===== src/rtl/lfo_pkg.sv =====
// rtl/lfo_pkg.sv - shared types and constants for the LFO generator
package lfo_pkg;

  typedef enum logic [1:0] {
    LFO_TRI  = 2'd0,
    LFO_SAW  = 2'd1,
    LFO_SQR  = 2'd2,
    LFO_HOLD = 2'd3
  } lfo_mode_e;

  localparam int DEPTH_W = 8;

endpackage


===== src/rtl/lfo_prescaler.sv =====
// rtl/lfo_prescaler.sv - programmable update-rate prescaler, one update every div+1 enabled cycles
module lfo_prescaler #(
  parameter int DIV_W = 12
) (
  input  logic             CLK,
  input  logic             RESET,
  input  logic             en,
  input  logic [DIV_W-1:0] div,
  output logic             upd
);

  logic [DIV_W-1:0] r_cnt;

  // div is compared live so lowering it below the count terminates immediately
  assign upd = en && (r_cnt >= div);

  always_ff @(posedge CLK) begin
    if (RESET) begin
      r_cnt <= '0;
    end else if (en) begin
      if (upd) r_cnt <= '0;
      else     r_cnt <= r_cnt + DIV_W'(1);
    end
  end

endmodule


===== src/rtl/lfo_generator.sv =====
// rtl/lfo_generator.sv - LFO waveform core (TRI/SAW/SQR/HOLD); macro LFO_DEPTH_EN adds depth scaling stage
import lfo_pkg::*;

module lfo_generator #(
  parameter int WIDTH  = 16,
  parameter int DIV_W  = 12,
  parameter int STEP_W = 8
) (
  input  logic              CLK,
  input  logic              RESET,
  input  logic              en,
  input  lfo_mode_e         mode,
  input  logic [DIV_W-1:0]  div,
  input  logic [STEP_W-1:0] step,
`ifdef LFO_DEPTH_EN
  input  logic [DEPTH_W-1:0] depth,
`endif
  output logic [WIDTH-1:0]  val,
  output logic              tick,
  output logic              dir
);

  localparam logic [WIDTH-1:0] MAX = '1;

  logic             w_upd;
  logic             w_mode_chg;
  logic             w_restart;
  logic [WIDTH-1:0] w_step;
  logic [WIDTH-1:0] w_acc_nxt;
  logic             w_dir_nxt;
  logic [WIDTH-1:0] w_core_nxt;

  logic [WIDTH-1:0] r_acc;
  logic             r_dir;
  logic [WIDTH-1:0] r_core;
  logic             r_tick;
  lfo_mode_e        r_mode_prev;
  logic             r_restart_pend;

  lfo_prescaler #(.DIV_W(DIV_W)) u_prescaler (
    .CLK   (CLK),
    .RESET (RESET),
    .en    (en),
    .div   (div),
    .upd   (w_upd)
  );

  assign w_step     = WIDTH'(step);
  assign w_mode_chg = (mode != r_mode_prev);
  // a mode change remembered until the next update, which restarts instead of stepping
  assign w_restart  = r_restart_pend || w_mode_chg;

  always_comb begin
    w_acc_nxt = r_acc;
    w_dir_nxt = r_dir;
    if (w_restart) begin
      w_acc_nxt = '0;
      w_dir_nxt = 1'b1;
    end else if (w_step != '0) begin
      case (mode)
        LFO_TRI, LFO_SQR: begin
          if (r_dir) begin
            if (r_acc >= MAX - w_step) begin
              w_acc_nxt = MAX;
              w_dir_nxt = 1'b0;
            end else begin
              w_acc_nxt = r_acc + w_step;
            end
          end else begin
            if (r_acc <= w_step) begin
              w_acc_nxt = '0;
              w_dir_nxt = 1'b1;
            end else begin
              w_acc_nxt = r_acc - w_step;
            end
          end
        end
        LFO_SAW: begin
          w_dir_nxt = 1'b1;
          if (r_acc > MAX - w_step) w_acc_nxt = '0;
          else                      w_acc_nxt = r_acc + w_step;
        end
        default: begin
          w_acc_nxt = r_acc;
          w_dir_nxt = r_dir;
        end
      endcase
    end
  end

  assign w_core_nxt = (mode == LFO_SQR) ? (w_dir_nxt ? MAX : '0) : w_acc_nxt;

  always_ff @(posedge CLK) begin
    if (RESET) begin
      r_acc          <= '0;
      r_dir          <= 1'b1;
      r_core         <= '0;
      r_tick         <= 1'b0;
      r_mode_prev    <= mode;
      r_restart_pend <= 1'b0;
    end else begin
      r_tick      <= w_upd;
      r_mode_prev <= mode;
      if (w_upd) begin
        r_acc          <= w_acc_nxt;
        r_dir          <= w_dir_nxt;
        r_core         <= w_core_nxt;
        r_restart_pend <= 1'b0;
      end else if (w_mode_chg) begin
        r_restart_pend <= 1'b1;
      end
    end
  end

`ifdef LFO_DEPTH_EN
  logic [WIDTH+DEPTH_W-1:0] w_prod;
  logic [WIDTH-1:0]         w_scaled;
  logic [WIDTH-1:0]         r_val_d;
  logic                     r_tick_d;
  logic                     r_dir_d;

  // attenuate downward from MAX so depth=0 leaves the effect unmodulated
  assign w_prod   = (WIDTH+DEPTH_W)'(MAX - r_core) * (WIDTH+DEPTH_W)'(depth);
  assign w_scaled = WIDTH'(w_prod >> DEPTH_W);

  always_ff @(posedge CLK) begin
    if (RESET) begin
      r_val_d  <= MAX;
      r_tick_d <= 1'b0;
      r_dir_d  <= 1'b1;
    end else begin
      r_val_d  <= MAX - w_scaled;
      r_tick_d <= r_tick;
      r_dir_d  <= r_dir;
    end
  end

  assign val  = r_val_d;
  assign tick = r_tick_d;
  assign dir  = r_dir_d;
`else
  assign val  = r_core;
  assign tick = r_tick;
  assign dir  = r_dir;
`endif

endmodule


===== config.mk =====
export PLATFORM = sky130hd
export DESIGN_NAME = lfo_generator
export DESIGN_NICKNAME = d
export VERILOG_FILES = /design/src/rtl/lfo_pkg.sv /design/src/rtl/lfo_prescaler.sv /design/src/rtl/lfo_generator.sv
export SDC_FILE = /design/constraint.sdc
export NUM_CORES = 1
export LEC_CHECK = 0
export CAP_MARGIN = 40
export CORE_MARGIN = 4
export CORE_UTILIZATION = 58
export CTS_CLUSTER_SIZE = 20
export DETAILED_ROUTE_END_ITERATION = 8
export PLACE_DENSITY_LB_ADDON = 0.3
export SETUP_SLACK_MARGIN = 0.1
export SLEW_MARGIN = 20
export SYNTH_ARGS = -nofsm -noshare
export SYNTH_HDL_FRONTEND = slang
export SYNTH_SLANG_ARGS = --single-unit

===== constraint.sdc =====
create_clock -name CLK -period 3.2 [get_ports CLK]
set_input_delay 0.48 -clock CLK [delete_from_list [all_inputs] [get_ports CLK]]
set_output_delay 0.48 -clock CLK [all_outputs]
set_load 0.02 [all_outputs]

==> summary.json, run 1 <==
{
  "maxSlewHeadroom": {"value": 63.1, "unit": "%"},
  "crit_fanout": {"value": 3},
  "endpoint": {"value": "val[14]$_SDFFE_PP0P_"},
  "worstReg2RegStart": {"value": "r_acc[0]$_SDFFE_PP0P_"},
  "synth.lib_cells_used.distinct": {"value": 65},
  "layout-area-overhead-vs-synth": {"value": 36.7, "unit": "%"},
  "yosysWarningCount": {"value": 0},
  "fp-row-count": {"value": 29},
  "wl_met1": {"value": 5430, "unit": "µm"},
  "rsz0062_at_grt": {"value": "yes"},
  "yosys.area.top_type_share": {"value": 25.1, "unit": "%"},
  "cts-resized-gates": {"value": 6},
  "drt.antenna.violating_nets": {"value": 0},
  "finalSetupTns": {"value": 0, "unit": "ns"},
  "synth_top_cell_by_count": {"value": "dfxtp_1"},
  "post_cts_hold_buffer_count": {"value": 0},
  "fillerInstances": {"value": 405},
  "clkSinkCount": {"value": 49},
  "topCellsByArea": {"value": "dfxtp_1 (25%), ha_1 (9.6%), xnor2_1 (4.7%), nor2_1 (4.3%), a21oi_1 (3.7%)"},
  "post_cts_setup_buffer_count": {"value": 0},
  "clk_root_buffer_cell": {"value": "clkbuf_8"},
  "number_of_global_route_vias_before_repair": {"value": 4012},
  "clkPwrFrac": {"value": 38.6, "unit": "%"},
  "seqPwrFrac": {"value": 43.4, "unit": "%"},
  "synth_flop_count": {"value": 49},
  "dr.first_iter.drc_count": {"value": 422},
  "min_to": {"value": "val[0]$_SDFFE_PP0P_"},
  "top_usage_layer": {"value": "met2"},
  "num_vias": {"value": 4467},
  "routed_wl": {"value": 13600, "unit": "µm"},
  "layout_top_cells": {"value": "buf_4 (90), dfxtp_1 (49), nor2_1 (44)"},
  "grt_use_met3": {"value": 3.09, "unit": "%"},
  "worst_path_arrival": {"value": 3.32, "unit": "ns"},
  "worstHoldPathType": {"value": "flip-flop to flip-flop"},
  "tritoncts": {"value": "done"},
  "cts_buffers": {"value": 5},
  "intPower": {"value": 0.00105, "unit": "W"},
  "drv_cap": {"value": 0},
  "finalSetupViolations": {"value": 0},
  "logic_area": {"value": 0.00284, "unit": "mm²"},
  "post_synth_mux_area_share": {"value": 0.512, "unit": "%"},
  "req_time_crit_path": {"value": 3.41, "unit": "ns"},
  "groute.layer.met1.usage": {"value": 40.0, "unit": "%"},
  "cts.path.max_buffers": {"value": 2},
  "warning_count": {"value": 37},
  "synth-xor-area-share": {"value": 8.06, "unit": "%"},
  "run_status": {"value": "complete, no violations"},
  "met3_length": {"value": 1180, "unit": "µm"},
  "setup.worst_path.start": {"value": "step[1]"},
  "synth_area_leader_cell": {"value": "dfxtp_1"},
  "switching_share": {"value": 26.4, "unit": "%"},
  "synth-seq-area-share": {"value": 25.1, "unit": "%"},
  "count_of_instantiated_cells_in_the_yosys_netlist": {"value": 494}
}
[run 1: final cells by class]
type | instances | area share [%]
multi-input cells | 384 | 53.2
repair buffers | 136 | 22.0
flip-flops and latches | 49 | 18.3
inverters | 31 | 2.17
well taps | 77 | 1.80
clock buffers | 5 | 1.29
clock inverters | 3 | 1.29
[run 1: metrics by stage]
step                      instance area [µm²]  std cells  hold WS [ns]  setup slack [ns]  utilization, %
final                                    5350        685         0.497            0.0889            82.8
after detailed placement                 4990        672         0.473            -0.452            77.3
after floorplan                          3910        494         0.468             0.218               -
after global routing                     5350        685         0.510           -0.0117            82.8
after CTS                                5150        680         0.495            0.0468            79.8
after global placement                   4990        672         0.469            -0.271            77.3
[run 1: sequential cells by signal, summed over array words and instances, names as in the netlist]
| register | cells |
|---|---|
| r_acc | 16 |
| val | 16 |
| u_prescaler.r_cnt | 12 |
| r_mode_prev | 2 |
| dir | 1 |
| r_restart_pend | 1 |
| tick | 1 |
[run 1: power by group through the flow]
stage	clock (W)	sequential [W]	combinational, W
floorplan	0	0.000632	0.000120
global placement	0	0.000633	0.000224
detailed placement	0	0.000633	0.000230
CTS	0.000549	0.000619	0.000233
global route	0.000571	0.000620	0.000277
finish	0.000551	0.000619	0.000257
[run 1: critical path, cell delays in order]
cell	delay, ns
clkdlybuf4s50_1	0.48
inv_1	0.08
fa_2	0.35
a211oi_2	0.29
o211ai_1	0.26
buf_4	0.23
a2111oi_4	0.35
xnor2_1	0.16
a21oi_1	0.08
o211ai_1	0.12
nand3_1	0.13
a221o_1	0.30
[run 1: kinds of logic (layout without fill, tap and decap cells)]
logic type	after synthesis	in the layout
AND/OR/NAND/NOR	160	160
AND-OR/OR-AND	154	154
buffers and inverters	61	175
flip-flops	49	49
XOR/XNOR	36	36
adder cells (fa/ha/maj)	32	32
multiplexers	2	2
**Run 1: logic cells by family**

(4 px per µm)
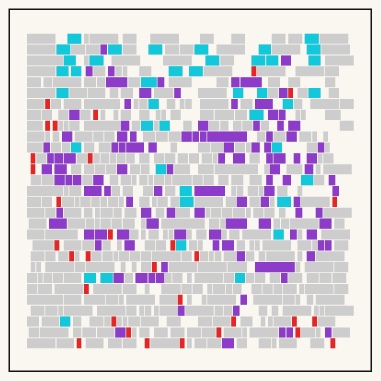
family	colour	cells
non-inverting ao/oa cells	cyan	41
inv cells	red	31
aoi and oai cells	purple	113
non-filler instance count after layout: 685
most common cell after layout, fill and taps aside: buf_4

**Run 1: routed metal per tile**

(4 px per µm) 18 x 18 tiles, from white (low) to dark blue (high), scaled to the fullest tile. Values are wire area over tile area, all layers added.
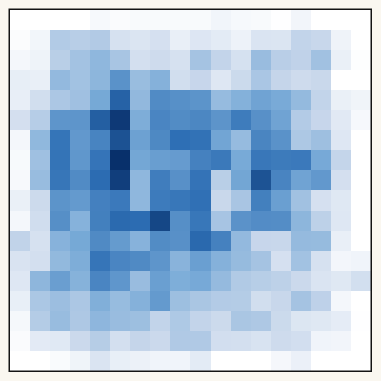
densest ninth of the die	centre
nearly empty tiles	9.3%
mean over tiles	0.28
total global routing track utilization: 29.9%
routed wire length per instance: 19.9 µm

**Run 1: wires at chosen ports, followed through buffers**

(4 px per µm)
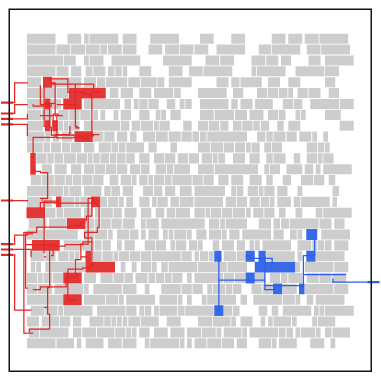
port	colour	bits	direction	edge	end cells	wire
step	red	8	input	left	20	463 µm
RESET	blue	1	input	right	10	92.8 µm
I/O pins: 43
buffers added on ports: 42

==> inputs of run 2 (changes only) <==
--- a/config.mk
+++ b/config.mk
@@ -8,6 +8,7 @@
 export CAP_MARGIN = 40
 export CORE_MARGIN = 4
 export CORE_UTILIZATION = 58
+export CTS_CLUSTER_DIAMETER = 100
 export CTS_CLUSTER_SIZE = 20
 export DETAILED_ROUTE_END_ITERATION = 8
 export PLACE_DENSITY_LB_ADDON = 0.3
**Run 2: logic cells by family**

(4 px per µm)
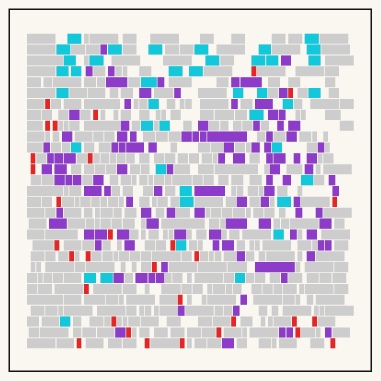
family	colour	cells
inv cells	red	31
non-inverting ao/oa cells	cyan	41
aoi and oai cells	purple	113
fraction of area in multi-input gates: 53.2%

==> summary.json, run 2 <==
{
  "num_vias": {"value": 4467, "change": "unchanged"},
  "crit_slowest_cell": {"value": "clkdlybuf4s50_1"},
  "number_of_global_route_vias_before_repair": {"value": 4012, "change": "unchanged"},
  "crit_fanout": {"value": 3, "change": "unchanged"},
  "min_to": {"value": "val[0]$_SDFFE_PP0P_"},
  "fp-row-count": {"value": 29, "change": "unchanged"},
  "yosysWarningCount": {"value": 0, "change": "unchanged"},
  "worstHoldPathType": {"value": "flip-flop to flip-flop"},
  "io-pin-count": {"value": 43, "change": "unchanged"},
  "drv_cap": {"value": 0, "change": "unchanged"},
  "routed_wl": {"value": 13600, "unit": "µm", "change": "unchanged"},
  "placedCellCount": {"value": 672, "change": "unchanged"},
  "mappedNetlistArea": {"value": 0.00391, "unit": "mm²"},
  "layout_top_cells": {"value": "buf_4 (90), dfxtp_1 (49), nor2_1 (44)"},
  "final_cells": {"value": 685, "change": "unchanged"},
  "final_cell_area": {"value": 0.00535, "unit": "mm²", "change": "unchanged"},
  "clkSinkCount": {"value": 49, "change": "unchanged"},
  "drt-wirelength-per-cell": {"value": 19.9, "unit": "µm", "change": "unchanged"},
  "cts.path.max_buffers": {"value": 2, "change": "unchanged"},
  "switching_share": {"value": 26.4, "unit": "%", "change": "unchanged"},
  "rsz0062_at_grt": {"value": "yes"},
  "clkPwrFrac": {"value": 38.6, "unit": "%", "change": "about the same"},
  "yosys.area.top_type_share": {"value": 25.1, "unit": "%", "change": "unchanged"},
  "placed_cell_area": {"value": 0.00499, "unit": "mm²", "change": "unchanged"},
  "req_time_crit_path": {"value": 3.41, "unit": "ns", "change": "about the same"},
  "worstReg2RegStart": {"value": "r_acc[0]$_SDFFE_PP0P_"},
  "reg_to_reg_setup_timing_slack": {"value": 0.09, "unit": "ns"},
  "synth_top_cell_by_count": {"value": "dfxtp_1"},
  "drt.antenna.violating_nets": {"value": 0, "change": "unchanged"},
  "warning_count": {"value": 37, "change": "unchanged"},
  "cpPeakStageDelay": {"value": 0.48, "unit": "ns", "change": "about the same"},
  "layout-area-overhead-vs-synth": {"value": 36.7, "unit": "%", "change": "unchanged"},
  "setup.worst_path.start": {"value": "step[1]"},
  "synth.lib_cells_used.distinct": {"value": 65, "change": "unchanged"},
  "synth_flop_count": {"value": 49, "change": "unchanged"},
  "r2r_end": {"value": "val[14]$_SDFFE_PP0P_"},
  "topCellsByArea": {"value": "dfxtp_1 (25%), ha_1 (9.6%), xnor2_1 (4.7%), nor2_1 (4.3%), a21oi_1 (3.7%)"},
  "dr.first_iter.drc_count": {"value": 422, "change": "unchanged"},
  "synth-seq-area-share": {"value": 25.1, "unit": "%", "change": "unchanged"},
  "core": {"value": 0.00646, "unit": "mm²"},
  "critical_path.cell_chain": {"value": "clkdlybuf4s50_1 > inv_1 > fa_2 > a211oi_2 > o211ai_1 > buf_4 > a2111oi_4 > xnor2_1 > a21oi_1 > o211ai_1 > nand3_1 > a221o_1"},
  "numPortBuffers": {"value": 42, "change": "unchanged"},
  "tritoncts": {"value": "done"},
  "post_cts_hold_buffer_count": {"value": 0, "change": "unchanged"},
  "count_of_instantiated_cells_in_the_yosys_netlist": {"value": 494, "change": "unchanged"},
  "synth_area_leader_cell": {"value": "dfxtp_1"},
  "whs": {"value": 0.497, "unit": "ns", "change": "unchanged"},
  "critical-path-top-cell-by-count": {"value": "o211ai_1"},
  "timing.critical_path.max_delay_family": {"value": "AND-OR/OR-AND gates"},
  "final_core_area_utilization": {"value": 82.8, "unit": "%", "change": "unchanged"},
  "finalSetupViolations": {"value": 0, "change": "unchanged"},
  "cts_buffers": {"value": 5, "change": "unchanged"},
  "timing.critical_path.depth": {"value": 12, "change": "unchanged"},
  "run_status": {"value": "complete, no violations"},
  "layout_top_cell": {"value": "buf_4"},
  "endpoint": {"value": "val[14]$_SDFFE_PP0P_"},
  "grtUsageTotal": {"value": 29.9, "unit": "%", "change": "unchanged"},
  "intPower": {"value": 0.00105, "unit": "W", "change": "unchanged"}
}
**Run 2: wires at chosen ports, followed through buffers**

(4 px per µm)
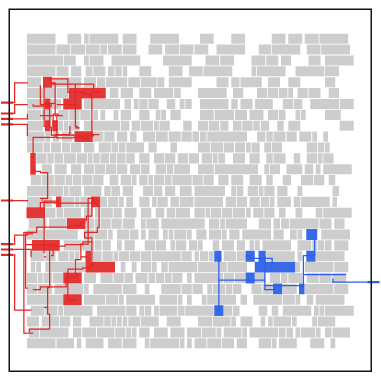
port	colour	bits	direction	edge	end cells	wire
step	red	8	input	left	20	463 µm
RESET	blue	1	input	right	10	92.8 µm

-- run 2: cell counts in the layout (fill, tap and decap cells not counted) --
No cell type changed its count.
-- run 2: cell families after synthesis --
logic type	share of synthesized area, %
adder cells (fa/ha/maj)	10.6
multiplexers	0.512
XOR/XNOR	8.06
flip-flops	25.1
AND-OR/OR-AND	28.8
AND/OR/NAND/NOR	20.3
buffers and inverters	6.62
-- run 2: power groups by stage --
stage | sequential, W | combinational (W) | clock, W
2_1_floorplan | 0.000632 | 0.000120 | 0
3_3_place_gp | 0.000633 | 0.000224 | 0
3_5_place_dp | 0.000633 | 0.000230 | 0
4_1_cts | 0.000619 | 0.000233 | 0.000549
5_1_grt | 0.000620 | 0.000277 | 0.000571
6_report | 0.000619 | 0.000257 | 0.000551
-- run 2: routing by layer --
metal | up-vias | routed length (µm) | GRT usage (%)
met5 | - | 0 | 0
met4 | 0 | 665 | 15.1
met3 | 63 | 1180 | 3.09
met2 | 282 | 6330 | 47.9
met1 | 2081 | 5430 | 40.0
li1 | 2041 | - | -
-- run 2: area by class of cell --
class	count	area, µm²
fill	405	1110
multi-input combinational	384	2840
timing repair buffer	136	1170
clock inverter	3	68.8
clock buffer	5	68.8
tap	77	96.3
inverter	31	116
sequential	49	981
-- run 2: stage by stage --
| stage | power [W] | setup slack [ns] |
|---|---|---|
| after detailed placement | 0.000863 | -0.452 |
| after global routing | 0.00147 | -0.0117 |
| after floorplan | 0.000752 | 0.218 |
| after CTS | 0.00140 | 0.0468 |
| after global placement | 0.000856 | -0.271 |
| final | 0.00143 | 0.0889 |
-- run 2: repair_timing --
item | CTS | global route
hold endpoints to repair | 0 | 0
gates resized | 6 | 34
setup buffers | 0 | 5
endpoints found under the setup margin | 11 | 30
pin swaps | 1 | 23
Power and IR drop assume default switching activity.
